**Track usage over the die**

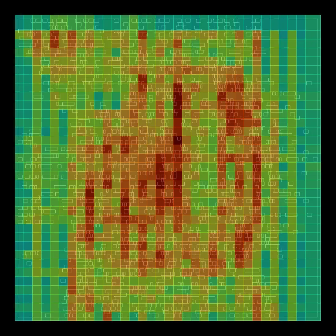
**Signal wires on met3**

Scale bar: 50 µm.
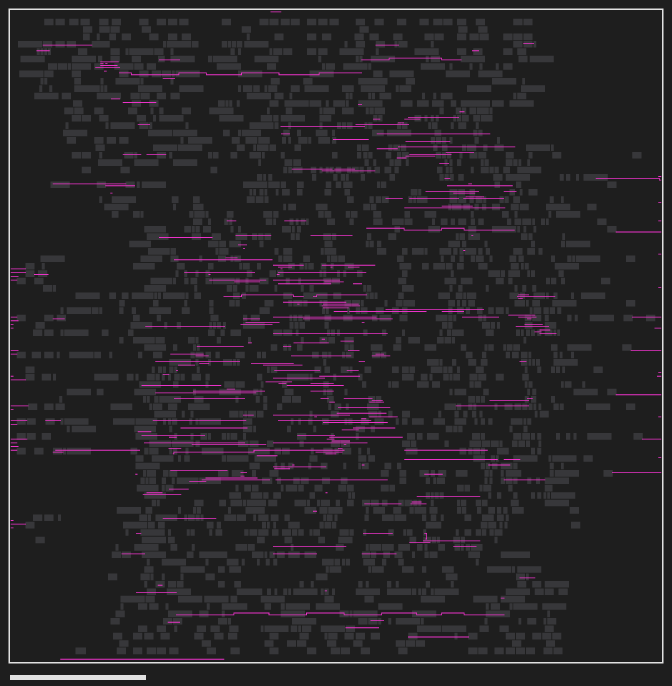
**Metal layers overlaid**

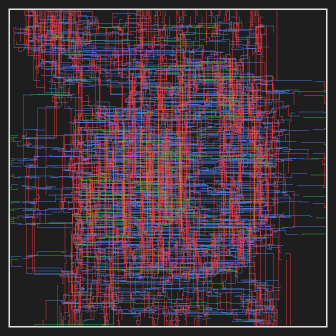
<file path="config.mk">
export PLATFORM = sky130hd
export DESIGN_NAME = alu_share_ctrl
export DESIGN_NICKNAME = d
export VERILOG_FILES = /design/src/rtl/alu_share_ctrl.sv
export SDC_FILE = /design/constraint.sdc
export NUM_CORES = 1
export LEC_CHECK = 0
export CAP_MARGIN = 20
export CORE_MARGIN = 2
export CORE_UTILIZATION = 24
export DETAILED_ROUTE_END_ITERATION = 12
export PLACE_DENSITY_LB_ADDON = 0.12
export SYNTH_ARGS = -nofsm -noshare
export SYNTH_HDL_FRONTEND = slang
export SYNTH_SLANG_ARGS = --single-unit
</file>
<file path="constraint.sdc">
create_clock -name clk -period 4.6 [get_ports clk]
set_clock_uncertainty 0.1 [all_clocks]
set_input_delay 1.15 -clock clk [delete_from_list [all_inputs] [get_ports clk]]
set_output_delay 1.15 -clock clk [all_outputs]
set_load 0.02 [all_outputs]
</file>
<file path="src/rtl/alu_share_ctrl.sv">
// Round-robin share of one 32-bit ALU between two valid/ready requesters; 1-cycle accept-to-response, II=2.
// Response is held stable under rsp_ready backpressure. Define ALU_SHARE_FIXED_PRIO_EN for fixed req0 priority.
module alu_share_ctrl #(
    parameter int TAG_W = 4
) (
    input  logic             clk,
    input  logic             rst_n,
    input  logic             req0_valid,
    output logic             req0_ready,
    input  logic [31:0]      req0_a,
    input  logic [31:0]      req0_b,
    input  logic [2:0]       req0_op,
    input  logic [6:0]       req0_funct7,
    input  logic [TAG_W-1:0] req0_tag,
    input  logic             req1_valid,
    output logic             req1_ready,
    input  logic [31:0]      req1_a,
    input  logic [31:0]      req1_b,
    input  logic [2:0]       req1_op,
    input  logic [6:0]       req1_funct7,
    input  logic [TAG_W-1:0] req1_tag,
    output logic             rsp_valid,
    input  logic             rsp_ready,
    output logic [31:0]      rsp_result,
    output logic             rsp_id,
    output logic [TAG_W-1:0] rsp_tag,
    output logic             rsp_err,
    output logic             busy
);

    typedef enum logic [1:0] {IDLE, EXEC, RESP} state_t;

    state_t             state_q;
    logic [31:0]        a_q, b_q;
    logic [2:0]         op_q;
    logic [6:0]         f7_q;
    logic [TAG_W-1:0]   tag_q;
    logic               id_q;
    logic               rsp_valid_q, rsp_id_q, rsp_err_q;
    logic [31:0]        rsp_result_q;
    logic [TAG_W-1:0]   rsp_tag_q;

    logic               gnt1, accept;
    logic [31:0]        alu_res_d;
    logic               alu_err_d;

`ifdef ALU_SHARE_FIXED_PRIO_EN
    assign gnt1 = req1_valid & ~req0_valid;
`else
    logic last_grant_q;
    // On a tie, serve whichever requester was not granted last.
    assign gnt1 = req1_valid & (~req0_valid | ~last_grant_q);
`endif

    assign accept = rst_n & (req0_valid | req1_valid)
                  & ((state_q == IDLE) | ((state_q == RESP) & rsp_ready));
    assign req0_ready = accept & ~gnt1;
    assign req1_ready = accept & gnt1;

    always_comb begin
        alu_res_d = 32'd0;
        alu_err_d = 1'b0;
        case (op_q)
            3'b000: begin
                if (f7_q == 7'h00)      alu_res_d = a_q + b_q;
                else if (f7_q == 7'h20) alu_res_d = a_q - b_q;
                else                    alu_err_d = 1'b1;
            end
            3'b001:  alu_res_d = a_q << b_q[4:0];
            3'b010:  alu_res_d = {31'd0, $signed(a_q) < $signed(b_q)};
            3'b011:  alu_res_d = {31'd0, a_q < b_q};
            3'b100:  alu_res_d = a_q ^ b_q;
            3'b101:  alu_res_d = a_q >> b_q[4:0];
            3'b110:  alu_res_d = a_q | b_q;
            default: alu_res_d = a_q & b_q;
        endcase
    end

    always_ff @(posedge clk or negedge rst_n) begin
        if (!rst_n) begin
            state_q      <= IDLE;
            a_q          <= '0;
            b_q          <= '0;
            op_q         <= '0;
            f7_q         <= '0;
            tag_q        <= '0;
            id_q         <= 1'b0;
            rsp_valid_q  <= 1'b0;
            rsp_result_q <= '0;
            rsp_id_q     <= 1'b0;
            rsp_tag_q    <= '0;
            rsp_err_q    <= 1'b0;
`ifndef ALU_SHARE_FIXED_PRIO_EN
            last_grant_q <= 1'b1;
`endif
        end else begin
            if (accept) begin
                a_q   <= gnt1 ? req1_a      : req0_a;
                b_q   <= gnt1 ? req1_b      : req0_b;
                op_q  <= gnt1 ? req1_op     : req0_op;
                f7_q  <= gnt1 ? req1_funct7 : req0_funct7;
                tag_q <= gnt1 ? req1_tag    : req0_tag;
                id_q  <= gnt1;
`ifndef ALU_SHARE_FIXED_PRIO_EN
                last_grant_q <= gnt1;
`endif
            end
            case (state_q)
                IDLE: if (accept) state_q <= EXEC;
                EXEC: begin
                    rsp_result_q <= alu_res_d;
                    rsp_err_q    <= alu_err_d;
                    rsp_id_q     <= id_q;
                    rsp_tag_q    <= tag_q;
                    rsp_valid_q  <= 1'b1;
                    state_q      <= RESP;
                end
                RESP: if (rsp_ready) begin
                    rsp_valid_q <= 1'b0;
                    state_q     <= accept ? EXEC : IDLE;
                end
                default: state_q <= IDLE;
            endcase
        end
    end

    assign rsp_valid  = rsp_valid_q;
    assign rsp_result = rsp_result_q;
    assign rsp_id     = rsp_id_q;
    assign rsp_tag    = rsp_tag_q;
    assign rsp_err    = rsp_err_q;
    assign busy       = (state_q != IDLE);

endmodule

</file>
==> summary.txt <==
The run has ended; figures from its reports follow.

The clock transition at the registers of the reported paths came out at 0.06 ns. The sink count of the clock tree came out at 121. The fraction of registers with async set or reset after synthesis came out at 100%. The number of warnings in the stage logs is 96. The flow ran to the end, and the final reports show no timing, DRC or antenna violations. The portion of total power attributed to the clock network came out at 13.2%.

Dividing the synthesized area by the synthesized cell count gives 8.06 µm². In the synthesized netlist, mux cells make up 11.8% of the area. The first TritonRoute pass finished after 9 iterations. The placed wire-length estimate after detailed placement came out at 49300 µm.

0 antenna diodes ended up in the layout. The worst setup path is launched from an input pin. The initial antenna violation count came out at 1. Net switching is 52.4% of the power.

The synthesis run identifies the leading combinational cell family as AND-OR/OR-AND gates. The final report lists the setup-violating endpoint count as 0. The remaining number of nets flagged by the antenna check after routing came out at 0.

The post-synthesis sequential area ratio is 22.7%. Summed over all cells, the static leakage comes to 7.34 nW. Per the summary, power density relative to cell area is 635 mW/mm². In this run the full chip footprint comes out at 0.0575 mm². The number of cells traversed by the worst hold path came out at 2. The cell-internal power is 0.00511 W.

Per the OpenROAD floorplan log, the area of the core is 0.0550 mm². The starting DRC count in detailed routing is 1553. Note that the worst hold path type here is flop to flop.

The global route total overflow came out at 0. The final setup TNS came out at 0 ns. The initialized floorplan defines 86 standard-cell rows. The I/O pin total came out at 203. The H-tree was split into 4 levels. The net switching component of the power came out at 0.00563 W. The post-CTS setup-driven buffer insertion count came out at 0.
## Picture notes: 'track usage over the die'
overall global routing resource usage: 22.2%
GR Util met2: 33.9%
post-DR wirelength/cell: 24.7 µm
most used routing layer: met2
met1 Resource Use GR: 32.5%

## Picture notes: 'signal wires on met3'
wire length on this layer: 3360 µm
longest straight run: 60.0 µm
total via count in the routed design: 14072
total detailed-routing wirelength: 63600 µm
global-route track usage on met3: 2.59%

## Picture notes: 'metal layers overlaid'
[orange] met4 | wire length: 1400 µm
[blue] met1 | wire length: 30.2 mm
[green] met3 | wire length: 3360 µm
[red] met2 | wire length: 28.6 mm

## flip-flops by register name, summed over array words and instances (netlist names)
signal,flops
a_q,32
b_q,32
rsp_result,32
f7_q,7
rsp_tag,4
tag_q,4
op_q,3
state_q,2
id_q,1
last_grant_q,1
rsp_err,1
rsp_id,1
rsp_valid,1
## critical path: stages
cell and delay (ns):
sky130_fd_sc_hd__clkdlybuf4s50_1 0.47, sky130_fd_sc_hd__nand2b_1 0.15, sky130_fd_sc_hd__nand3b_1 0.26, sky130_fd_sc_hd__a211oi_4 0.31
sky130_fd_sc_hd__clkdlybuf4s50_1 0.64
## metal layers
metal	GRT usage, %	up-vias	wire [µm]	part of all wire (%)
li1	-	6455	-	-
met4	6.93	0	1400	2.2
met3	2.59	72	3360	5.3
met2	33.9	492	28600	45
met5	0	-	0	0
met1	32.5	7053	30200	48
## metrics by stage
stage / utilization, % / area [µm²] / total power [W] / instances
3_3_place_gp: 29.6 / 16300 / 0.00925 / 2539
2_1_floorplan: - / 13300 / 0.00643 / 1655
5_1_grt: 30.8 / 16900 / 0.0114 / 2572
6_report: 30.8 / 16900 / 0.0107 / 2572
4_1_cts: 30.7 / 16900 / 0.0107 / 2571
3_5_place_dp: 29.6 / 16300 / 0.00920 / 2539
## worst max path at each step
stage               startpoint             end  slack (ns)  cells after the start
floorplan               b_q[2]  rsp_result[26]        0.89                     14
global placement     rsp_ready      req1_ready        0.41                      5
detailed placement   rsp_ready      req1_ready        0.39                      5
CTS                  rsp_ready      req1_ready        0.38                      5
global route         rsp_ready      req1_ready        0.30                      5
finish               rsp_ready      req1_ready        0.36                      5
## synth_stat cells, types with 42 or more instances
master                     instances  area [µm²]
sky130_fd_sc_hd__inv_1           178         668
sky130_fd_sc_hd__nand2_1         134         503
sky130_fd_sc_hd__a21oi_1         121         606
sky130_fd_sc_hd__dfrtp_1         120        3000
sky130_fd_sc_hd__nor2_1          120         450
sky130_fd_sc_hd__o21ai_0         103         515
sky130_fd_sc_hd__ha_1            102        1280
sky130_fd_sc_hd__clkbuf_1         91         342
sky130_fd_sc_hd__a222oi_1         86         861
sky130_fd_sc_hd__mux2i_1          49         490
sky130_fd_sc_hd__nand2b_1         46         288
sky130_fd_sc_hd__nor3_1           44         220
sky130_fd_sc_hd__mux4_2           42         946
## cells by family after synthesis
family,Yosys count
AND-OR/OR-AND,549
XOR/XNOR,23
adder cells (fa/ha/maj),104
buffers and inverters,311
flip-flops,121
multiplexers,103
AND/OR/NAND/NOR,444
## power by group through the flow
stage          logic, W  clock network [W]  registers (W)
5_1_grt         0.00796            0.00151        0.00197
3_3_place_gp    0.00732                  0        0.00193
6_report        0.00741            0.00142        0.00191
2_1_floorplan   0.00447                  0        0.00196
3_5_place_dp    0.00726                  0        0.00194
4_1_cts         0.00730            0.00148        0.00192
## final cells by class
class | instances | area (µm²)
fillers | 5963 | 38100
multi-input cells | 1223 | 9110
flip-flops and latches | 121 | 3040
repair buffers | 266 | 2540
well taps | 748 | 936
inverters | 182 | 683
clock buffers | 18 | 429
clock inverters | 14 | 174
Power is estimated from default activity; no workload was simulated.
